==> src/rtl/ps2_host_tx.sv <==
// Host-to-device PS/2 transmitter: inhibit, request-to-send, then shifts one
// command byte out on device clock falling edges and checks the device ACK.
module ps2_host_tx #(
    parameter int INHIBIT_CYCLES = 1200,
    parameter int TIMEOUT_CYCLES = 200000
) (
    input  logic       clock,
    input  logic       resetn,
    input  logic       send_cmd,
    input  logic [7:0] cmd_byte,
    input  logic       ps2_clk_in,
    input  logic       ps2_dat_in,
    output logic       ps2_clk_oe,
    output logic       ps2_dat_oe,
    output logic       busy,
    output logic       done,
    output logic       error
);

    localparam int CNT_MAX = (INHIBIT_CYCLES > TIMEOUT_CYCLES) ? INHIBIT_CYCLES : TIMEOUT_CYCLES;
    localparam int CW      = $clog2(CNT_MAX + 1);
    localparam logic [CW-1:0] INH_LAST = CW'(INHIBIT_CYCLES - 1);
    localparam logic [CW-1:0] TO_LAST  = CW'(TIMEOUT_CYCLES - 1);

    typedef enum logic [2:0] {
        S_IDLE,
        S_INHIBIT,
        S_REQ,
        S_SEND,
        S_WAIT_REL
    } state_t;

    state_t        state;
    logic [1:0]    clk_sync;
    logic [1:0]    dat_sync;
    logic          clk_q;
    logic          fe;
    logic [9:0]    shreg;
    logic [3:0]    bit_cnt;
    logic [CW-1:0] cnt;

    // Synchronizers reset to the idle (pulled-up) line level so reset never fakes an edge.
    always_ff @(posedge clock or negedge resetn) begin
        if (!resetn) begin
            clk_sync <= 2'b11;
            dat_sync <= 2'b11;
            clk_q    <= 1'b1;
        end else begin
            clk_sync <= {clk_sync[0], ps2_clk_in};
            dat_sync <= {dat_sync[0], ps2_dat_in};
            clk_q    <= clk_sync[1];
        end
    end

    assign fe = clk_q & ~clk_sync[1];

    always_ff @(posedge clock or negedge resetn) begin
        if (!resetn) begin
            state      <= S_IDLE;
            shreg      <= '0;
            bit_cnt    <= '0;
            cnt        <= '0;
            ps2_clk_oe <= 1'b0;
            ps2_dat_oe <= 1'b0;
            busy       <= 1'b0;
            done       <= 1'b0;
            error      <= 1'b0;
        end else begin
            done  <= 1'b0;
            error <= 1'b0;
            case (state)
                S_IDLE: begin
                    ps2_clk_oe <= 1'b0;
                    ps2_dat_oe <= 1'b0;
                    if (send_cmd) begin
                        shreg      <= {1'b1, ~^cmd_byte, cmd_byte};
                        busy       <= 1'b1;
                        ps2_clk_oe <= 1'b1;
                        cnt        <= '0;
                        state      <= S_INHIBIT;
                    end
                end
                S_INHIBIT: begin
                    if (cnt == INH_LAST) begin
                        ps2_dat_oe <= 1'b1;
                        state      <= S_REQ;
                    end else begin
                        cnt <= cnt + CW'(1);
                    end
                end
                S_REQ: begin
                    // Start bit stays driven low while the clock is handed to the device.
                    ps2_clk_oe <= 1'b0;
                    cnt        <= '0;
                    bit_cnt    <= '0;
                    state      <= S_SEND;
                end
                S_SEND: begin
                    if (fe) begin
                        cnt <= '0;
                        if (bit_cnt == 4'd10) begin
                            if (!dat_sync[1]) begin
                                state <= S_WAIT_REL;
                            end else begin
                                error <= 1'b1;
                                busy  <= 1'b0;
                                state <= S_IDLE;
                            end
                        end else begin
                            ps2_dat_oe <= ~shreg[0];
                            shreg      <= {1'b0, shreg[9:1]};
                            bit_cnt    <= bit_cnt + 4'd1;
                        end
                    end else if (cnt == TO_LAST) begin
                        error      <= 1'b1;
                        busy       <= 1'b0;
                        ps2_clk_oe <= 1'b0;
                        ps2_dat_oe <= 1'b0;
                        state      <= S_IDLE;
                    end else begin
                        cnt <= cnt + CW'(1);
                    end
                end
                S_WAIT_REL: begin
                    ps2_clk_oe <= 1'b0;
                    ps2_dat_oe <= 1'b0;
                    if (clk_sync[1] && dat_sync[1]) begin
                        done  <= 1'b1;
                        busy  <= 1'b0;
                        state <= S_IDLE;
                    end else if (fe) begin
                        cnt <= '0;
                    end else if (cnt == TO_LAST) begin
                        error <= 1'b1;
                        busy  <= 1'b0;
                        state <= S_IDLE;
                    end else begin
                        cnt <= cnt + CW'(1);
                    end
                end
                default: begin
                    ps2_clk_oe <= 1'b0;
                    ps2_dat_oe <= 1'b0;
                    busy       <= 1'b0;
                    state      <= S_IDLE;
                end
            endcase
        end
    end

endmodule

==> config.mk <==
export PLATFORM = sky130hd
export DESIGN_NAME = ps2_host_tx
export DESIGN_NICKNAME = d
export VERILOG_FILES = /design/src/rtl/ps2_host_tx.sv
export SDC_FILE = /design/constraint.sdc
export NUM_CORES = 1
export LEC_CHECK = 0
export ABC_AREA = 1
export CORE_MARGIN = 4
export CORE_UTILIZATION = 39
export CTS_CLUSTER_DIAMETER = 120
export DETAILED_ROUTE_END_ITERATION = 12
export SYNTH_ARGS = -nofsm -noshare
export SYNTH_HDL_FRONTEND = slang
export SYNTH_SLANG_ARGS = --single-unit
export TNS_END_PERCENT = 30
==> constraint.sdc <==
create_clock -name clock -period 2.9 [get_ports clock]
set_clock_uncertainty 0.1 [all_clocks]
set_input_delay 0.725 -clock clock [delete_from_list [all_inputs] [get_ports clock]]
set_output_delay 0.725 -clock clock [all_outputs]
set_load 0.01 [all_outputs]
run_1/clock_map.png
Scale bar: 20 um.
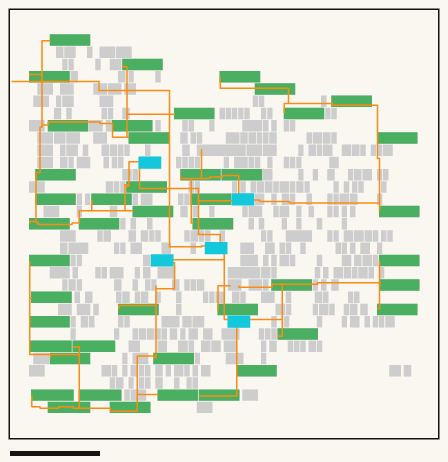
- orange: clock wires (length 676 um)
- green: flip-flops (count 45)
- cyan: cells driving clock nets (count 5)
- routed clock nets: 6
- flops lie: widely spread

run_1/metal_stack.png
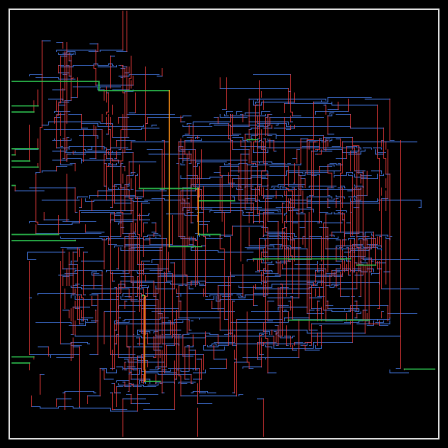
- orange: met4 (wire length 63.9 um)
- green: met3 (wire length 187 um)
- red: met2 (wire length 3,140 um)
- blue: met1 (wire length 3,260 um)

run_1/final_congestion.png
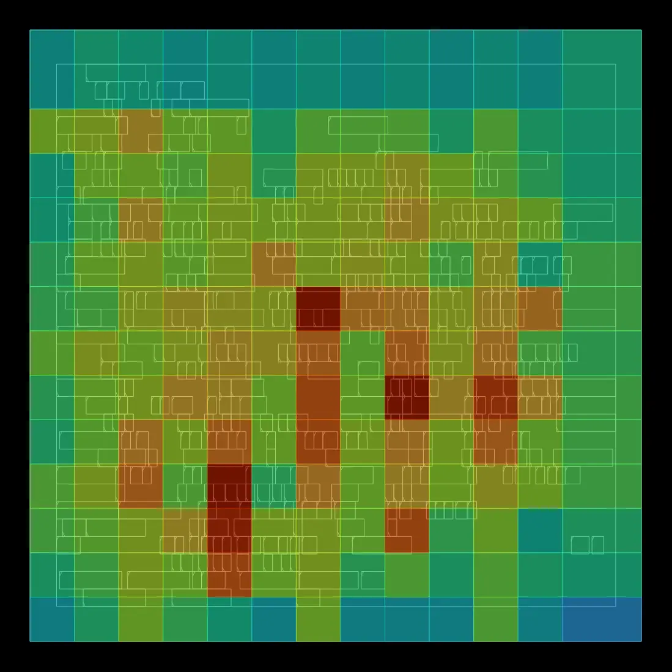
post-layout util: 45.1%
met1 usage: 20.9%
Tot GR Track Use: 16.6%
most used routing layer: met2
Avg WL per Cell: 12.5 um

## run 1: per-layer routing
metal	wire length (um)	track usage, %	vias to the layer above
li1	-	-	1358
met1	3260	20.9	1239
met2	3140	28.2	27
met3	186	3.63	7
met4	63	4.81	0
met5	0	0	-
## run 1: where the power goes
group / leakage [nW] / internal [W] / total, W / switching [W]
Sequential: 0.579 / 0.000766 / 0.000848 / 0.0000813
Combinational: 1.01 / 0.000292 / 0.000886 / 0.000594
Clock: 0.0554 / 0.000259 / 0.000488 / 0.000228
Total: 1.65 / 0.00132 / 0.00222 / 0.000903
## run 1: cells by family after synthesis
group	after synthesis	synth area share [%]
AOI/OAI and AO/OA	43	8.29
xor gates and xnor gates	17	5.03
adders and majority gates	3	1.27
buffers and inverters	58	8.63
DFF	45	38.3
and+or+nand+nor	250	38.5
## run 1: worst max path at each step
| stage | from | to | cells past startpoint |
|---|---|---|---|
| 2_1_floorplan | cnt[0] | cnt[8] | 9 |
| 3_3_place_gp | send_cmd | cnt[9] | 7 |
| 3_5_place_dp | send_cmd | cnt[7] | 7 |
| 4_1_cts | ps2_dat_oe | ps2_dat_oe | 1 |
| 5_1_grt | clk_q | shreg[5] | 7 |
| 6_report | ps2_dat_oe | ps2_dat_oe | 1 |
## run 1: through the flow
stage | util [%] | cell area (sq um)
CTS | 45.1 | 3310
global placement | 43.6 | 3200
detailed placement | 43.6 | 3200
global route | 45.1 | 3310
finish | 45.1 | 3310
floorplan | - | 2960
## run 1: layout make-up
type | instances | area [sq um]
clock buffer | 6 | 72.6
inverter | 48 | 183
sequential | 45 | 1130
clock inverter | 2 | 38.8
multi-input combinational | 313 | 1570
timing repair buffer | 20 | 188
tap | 99 | 124
fill | 752 | 4020
==> run_results.csv, run 1 <==
group,metric,value,unit
outcome,outcome,"completed",
synthesis,yosysWarnings,0,
place,dp_hpwl,4670,um
synthesis,async_reset_ff_share,100,%
synthesis,yosys_area,2960,sq um
place,io_buffers,17,
power_and_ir_drop,cellPowerDensity,671,nW/um^2
finish,fin_nets,449,
clocking,clkLatencyLatePin,300,ps
synthesis,synth.avg_cell_area,7.11,sq um
grt,grt_max_degree,46,
detailed_routing,totalWireLength,6650,um
clocking,hold_buffers,0,
synthesis,ys_cells,416,
finish,drive_gt1_share,10.1,%
detailed_routing,dr.first_iter.drc_count,94,
worst_setup_path,cp_slowest_cell,"clkdlybuf4s50_1",
final_timing,setup_viol,0,
synthesis,netlist.area_leader.share,33.8,%
final_timing,fin_ws,847,ps
synthesis,top_area_cell,"dfrtp_1",
synthesis,syn_nets,432,
place,dp_slack,675,ps
detailed_routing,ant_nets,0,
detailed_routing,dr.pass1.iters,4,
finish,reg_top3,"cnt x18, shreg x10, bit_cnt x4",
worst_setup_path,r2r_start,"clk_q",
die,core.rowCount,31,
hold_path,holdPathEnd,"dat_sync[1]",
final_timing,slew_headroom,59.9,%
die,fp_util,40.3,%
final_timing,rsz0062_at_grt,"no",
finish,largest_register_ffs,18,
clocking,cts_buffer_depth,2,
synthesis,top_cells_by_count,"nand2_1, inv_1, dfrtp_1, nor2_1, nand3_1",
synthesis,synth-main-ff-cell,"dfrtp_1",
clocking,root_buffer,"clkbuf_8",
worst_setup_path,r2r-end,"shreg[5]",
detailed_routing,num_vias,2631,
run,maxCapViolations,0,
run,warnings,27,
detailed_routing,vias_per_cell,4.94,
die,die_height,95.1,um
worst_setup_path,critPathMaxStageDelay,550,ps
final_timing,worst_pin_slew,601,ps
die,ios,18,
clocking,clkTransAtPathRegs,90,ps
power_and_ir_drop,vdd.ir_drop.worst,0.359,mV
hold_path,min_path_type,"flop to flop",
die,die_w,95.1,um
place,dp.cells,525,
final_timing,max_freq,487,MHz
worst_setup_path,cp_top_family,"buffers and inverters",
synthesis,yosysSeqAreaShare,38.3,%
worst_setup_path,r2r_cells,7,
synthesis,ys.flops,45,
final_timing,maxSlewViolCount,0,
finish,area_growth,11.8,%
synthesis,edf_count,0,
worst_setup_path,critPathMaxFanout,2,
worst_setup_path,crit_buf_inv,1,
detailed_routing,drc,0,
finish,instances_no_fill,533,
clocking,cts.repair.resized,0,
grt,overflow,0,
synthesis,syn_inst,416,
synthesis,most_common_cell,"nand2_1",
synthesis,synthTopCellsByArea,"dfrtp_1, nand2_1, inv_1",
final_timing,setup_tns,0,ps
grt,antenna_found_initial,0,
hold_path,hold_path_depth,0,
finish,final_cell_mix,"nand2_1, inv_1, dfrtp_1, nor2_1, nand3_1",
finish,lay_top_count,"nand2_1",
clocking,htree_num_levels,2,
final_timing,period_needed,2050,ps
die,dieArea,9040,sq um
final_timing,fin_hold_ws,260,ps
power_and_ir_drop,power,0.00222,W
clocking,clock_sinks,45,
grt,grt_pass1_vias,2637,
worst_setup_path,required,2080,ps
final_timing,finalClockPeriodUsage,70.8,%
synthesis,syn-cell-area,2960,sq um
hold_path,hp-start,"dat_sync[0]",
finish,antennaDiodeCount,0,
synthesis,ys_types,37,
finish,regMostFlops,"cnt",
worst_setup_path,path_class,"flop to output pin",
worst_setup_path,crit_path_cell_trace,"clkdlybuf4s50_1",
worst_setup_path,start_kind,"flop",
final_timing,hold_viol_final,0,
clocking,postCtsSetupBuffers,0,
grt,grt_pass1_wl,12000,um
place,routabilityCongestion,0.843,
worst_setup_path,cp_data_arrival_time,1230,ps
power_and_ir_drop,p_leak,1.65,nW
die,core_area,7330,sq um
clocking,cts-buffers-inserted,5,
clocking,cts_tree,"done",
worst_setup_path,r2r_setup_slack,860,ps
worst_setup_path,worst_setup_path_end_kind,"output pin",
--- run 2 (diff from run 1) ---
==> constraint.sdc (replaced) <==
create_clock -name clock -period 1.7 [get_ports clock]
set_clock_uncertainty 0.1 [all_clocks]
set_input_delay 0.425 -clock clock [delete_from_list [all_inputs] [get_ports clock]]
set_output_delay 0.425 -clock clock [all_outputs]
set_load 0.01 [all_outputs]
run_2/cell_classes.png
Scale bar: 20 um.
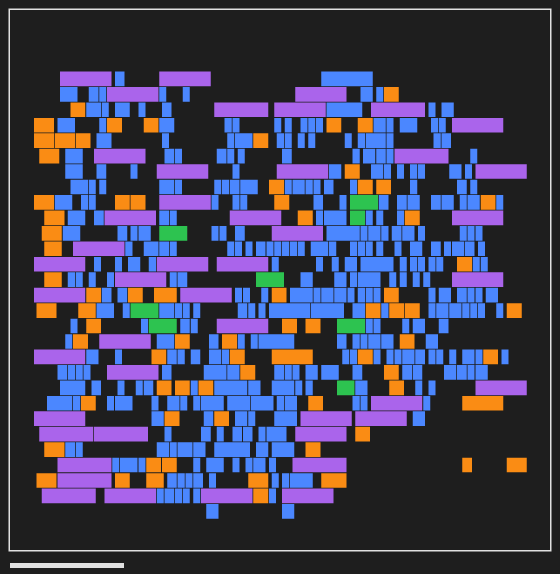
- orange: other buffers and delay cells (cells 75; share of their area 17%)
- green: clock drivers and dummy loads (cells 8; share of their area 2.6%)
- blue: all other logic (cells 362; share of their area 51%)
- purple: flip-flops (cells 45; share of their area 30%)

run_2/pdn.png
Scale bar: 20 um. Pins as bars on the die edge.
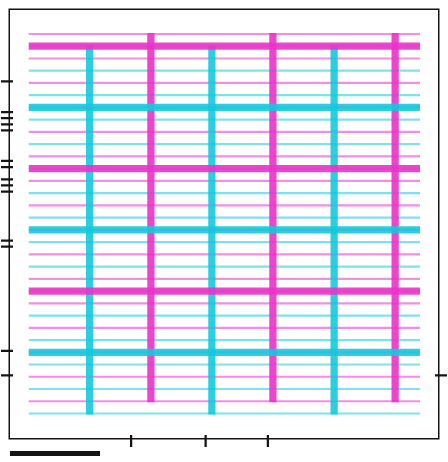
- cyan: VSS
- magenta: VDD
- signal pins: 18
- met1 rails: 32
- rows: 31
- met4 straps: 6
- met5 straps: 6

==> run 2 against run 1 <==
Effect of this change:
- the flow now finishes with violations (negative setup slack)
- non-clock buffer count rose by 55
- cell count rose by 11%
- critical path depth rose by 8
- total power rose by 84%
- synthesized cell count did not move
- final area rose by 18%
- global-route usage rose by 0.89 points
- critical path type is now flop to flop
- critical endpoint is now cnt[16]
==> run_results.csv, run 2 <==
group,metric,value,unit
synthesis,syn-cell-area,2960,sq um
detailed_routing,ant_nets,0,
worst_setup_path,critPathMaxFanout,18,
synthesis,yosysWarnings,0,
synthesis,ys_sh_adder,1.27,%
synthesis,syn_inst,416,
final_timing,fin_ws,-4.26,ps
finish,lay_top_count,"nand2_1",
grt,grt_pass1_vias,2765,
synthesis,yosysSeqAreaShare,38.3,%
power_and_ir_drop,power_leader,"combinational cells",
power_and_ir_drop,comb_cell_power,0.00191,W
finish,largest_register_ffs,18,
die,core_area,7330,sq um
final_timing,hold_viol_final,0,
place,io_buffers,17,
die,fp_util,40.3,%
power_and_ir_drop,power.internal,0.00237,W
worst_setup_path,crit_end,"cnt[16]",
synthesis,synthTopCellsByArea,"dfrtp_1, nand2_1, inv_1",
clocking,root_buffer,"clkbuf_8",
detailed_routing,drc,0,
worst_setup_path,path_class,"flop to flop",
synthesis,synthTopLogicFamily,"simple AND/OR/NAND/NOR gates",
detailed_routing,vias_per_cell,4.81,
detailed_routing,wl_per_cell,12.4,um
run,warnings,29,
outcome,violations,"negative setup slack",
synthesis,ys_types,37,
detailed_routing,totalWireLength,7290,um
grt,overflow,0,
clocking,clkTransAtPathRegs,90,ps
die,core.rowCount,31,
clocking,cts_tree,"done",
place,place_area,3580,sq um
finish,area_growth,32.1,%
worst_setup_path,r2r_cells,9,
finish,finalInstanceArea,3910,sq um
worst_setup_path,start_kind,"flop",
synthesis,ys_sh_xor,5.03,%
synthesis,aoi_share,8.29,%
synthesis,synth-main-ff-cell,"dfrtp_1",
worst_setup_path,worst_setup_path_end_kind,"flop",
power_and_ir_drop,power_frac_comb,46.6,%
run,maxCapViolations,0,
power_and_ir_drop,clkPwrFrac,18.1,%
worst_setup_path,cp_data_arrival_time,1790,ps
synthesis,yosys_area,2960,sq um
clocking,htree_num_levels,2,
grt,grtUsageMet2,28.9,%
worst_setup_path,cp-startpoint,"cnt[1]",
synthesis,ys.flops,45,
clocking,cts-buffers-inserted,5,
power_and_ir_drop,vdd.ir_drop.worst,0.596,mV
detailed_routing,route.met3.wl,194,um
worst_setup_path,r2r_setup_slack,-4,ps
power_and_ir_drop,p_sw_share,42.2,%
finish,regMostFlops,"cnt",
synthesis,simple_gate_share,38.5,%
final_timing,maxSlewViolCount,0,
detailed_routing,route.met2.wl,3490,um
power_and_ir_drop,p_clk,0.000740,W
detailed_routing,dr.pass1.iters,4,
finish,antennaDiodeCount,0,
grt,use_met3,2.84,%
detailed_routing,top_layer,"met4",
clocking,clkLatencyLatePin,310,ps
power_and_ir_drop,p_leak,1.98,nW
grt,grt_max_degree,28,
finish,final_cell_mix,"nand2_1, buf_4, inv_1, dfrtp_1, nor2_1",
final_timing,setup_viol,5,
detailed_routing,drt-met1-wl,3520,um
clocking,clock_sinks,45,
outcome,outcome,"complete, but fails checks",
worst_setup_path,r2r-end,"cnt[16]",
grt,met1_usage,23.8,%
power_and_ir_drop,seqPwrFrac,35.3,%
grt,track_usage,17.4,%
synthesis,ys_cells,416,
die,dieArea,9040,sq um
detailed_routing,dr.first_iter.drc_count,184,
finish,n_fill_cell,676,
synthesis,most_common_cell,"nand2_1",
detailed_routing,num_vias,2831,
final_timing,period_needed,1700,ps
die,die_height,95.1,um
final_timing,max_freq,587,MHz
final_timing,slew_headroom,81.7,%
final_timing,finalClockPeriodUsage,100,%
hold_path,hold_path_depth,0,
finish,drive_gt1_share,26.5,%
finish,reg_top3,"cnt x18, shreg x10, bit_cnt x4",
power_and_ir_drop,cellPowerDensity,1050,nW/um^2
final_timing,fin_hold_ws,260,ps
synthesis,syn_nets,432,
synthesis,async_reset_ff_share,100,%
synthesis,ys_sh_mux,0,%
synthesis,synth.avg_cell_area,7.11,sq um
synthesis,edf_count,0,
run 2: cell count changes in the layout (fill, tap and decap cells not counted), sizes merged:
| cell | change |
|---|---|
| clkinv | -1 |
| dlygate4sd3 | +1 |
| clkinvlp | +1 |
| clkdlybuf4s50 | -5 |
| bufinv | -1 |
| inv | +1 |
| nand2 | +1 |
| dlygate4sd2 | +4 |
| dlymetal6s2s | +1 |
| buf | +54 |
run 2: per-stage QoR:
step                      util [%]  total power [W]  std cells
after floorplan                  -          0.00262        416
after global placement        48.9          0.00317        570
after detailed placement      48.9          0.00320        570
after CTS                     51.0          0.00400        580
after global routing          53.3          0.00447        589
final                         53.3          0.00409        589
run 2: final cells by class:
class | count | area (sq um) | area share (%)
clock inverters | 2 | 16.3 | 0.416
inverters | 48 | 185 | 4.74
repair buffers | 75 | 629 | 16.1
flip-flops and latches | 45 | 1140 | 29.1
multi-input cells | 314 | 1730 | 44.3
well taps | 99 | 124 | 3.17
clock buffers | 6 | 82.6 | 2.11
run 2: how the worst min path moves through the flow:
stage / from / end
3_5_place_dp: resetn / cnt[16]
4_1_cts: dat_sync[0] / dat_sync[1]
3_3_place_gp: resetn / cnt[16]
6_report: dat_sync[0] / dat_sync[1]
5_1_grt: dat_sync[0] / dat_sync[1]
2_1_floorplan: resetn / bit_cnt[0]
run 2: critical path, stage by stage (launching register included):
cell	delay [ps]
dfrtp_1	410
ha_4	170
nand3_4	120
nor2_4	160
nand3b_4	140
o21ai_4	190
nor2_4	60
buf_12	150
nand2_1	60
nand2_1	40
run 2: timing repair:
item                                    in CTS  in global routing
buffers inserted                             1                 10
cloned                                       0                  1
pin swaps                                    9                 11
endpoints found under the setup margin      39                 38
resized                                     15                 32
hold endpoints to repair                     5                  0
hold buffers                                 1                  0
Power and IR drop assume default switching activity.
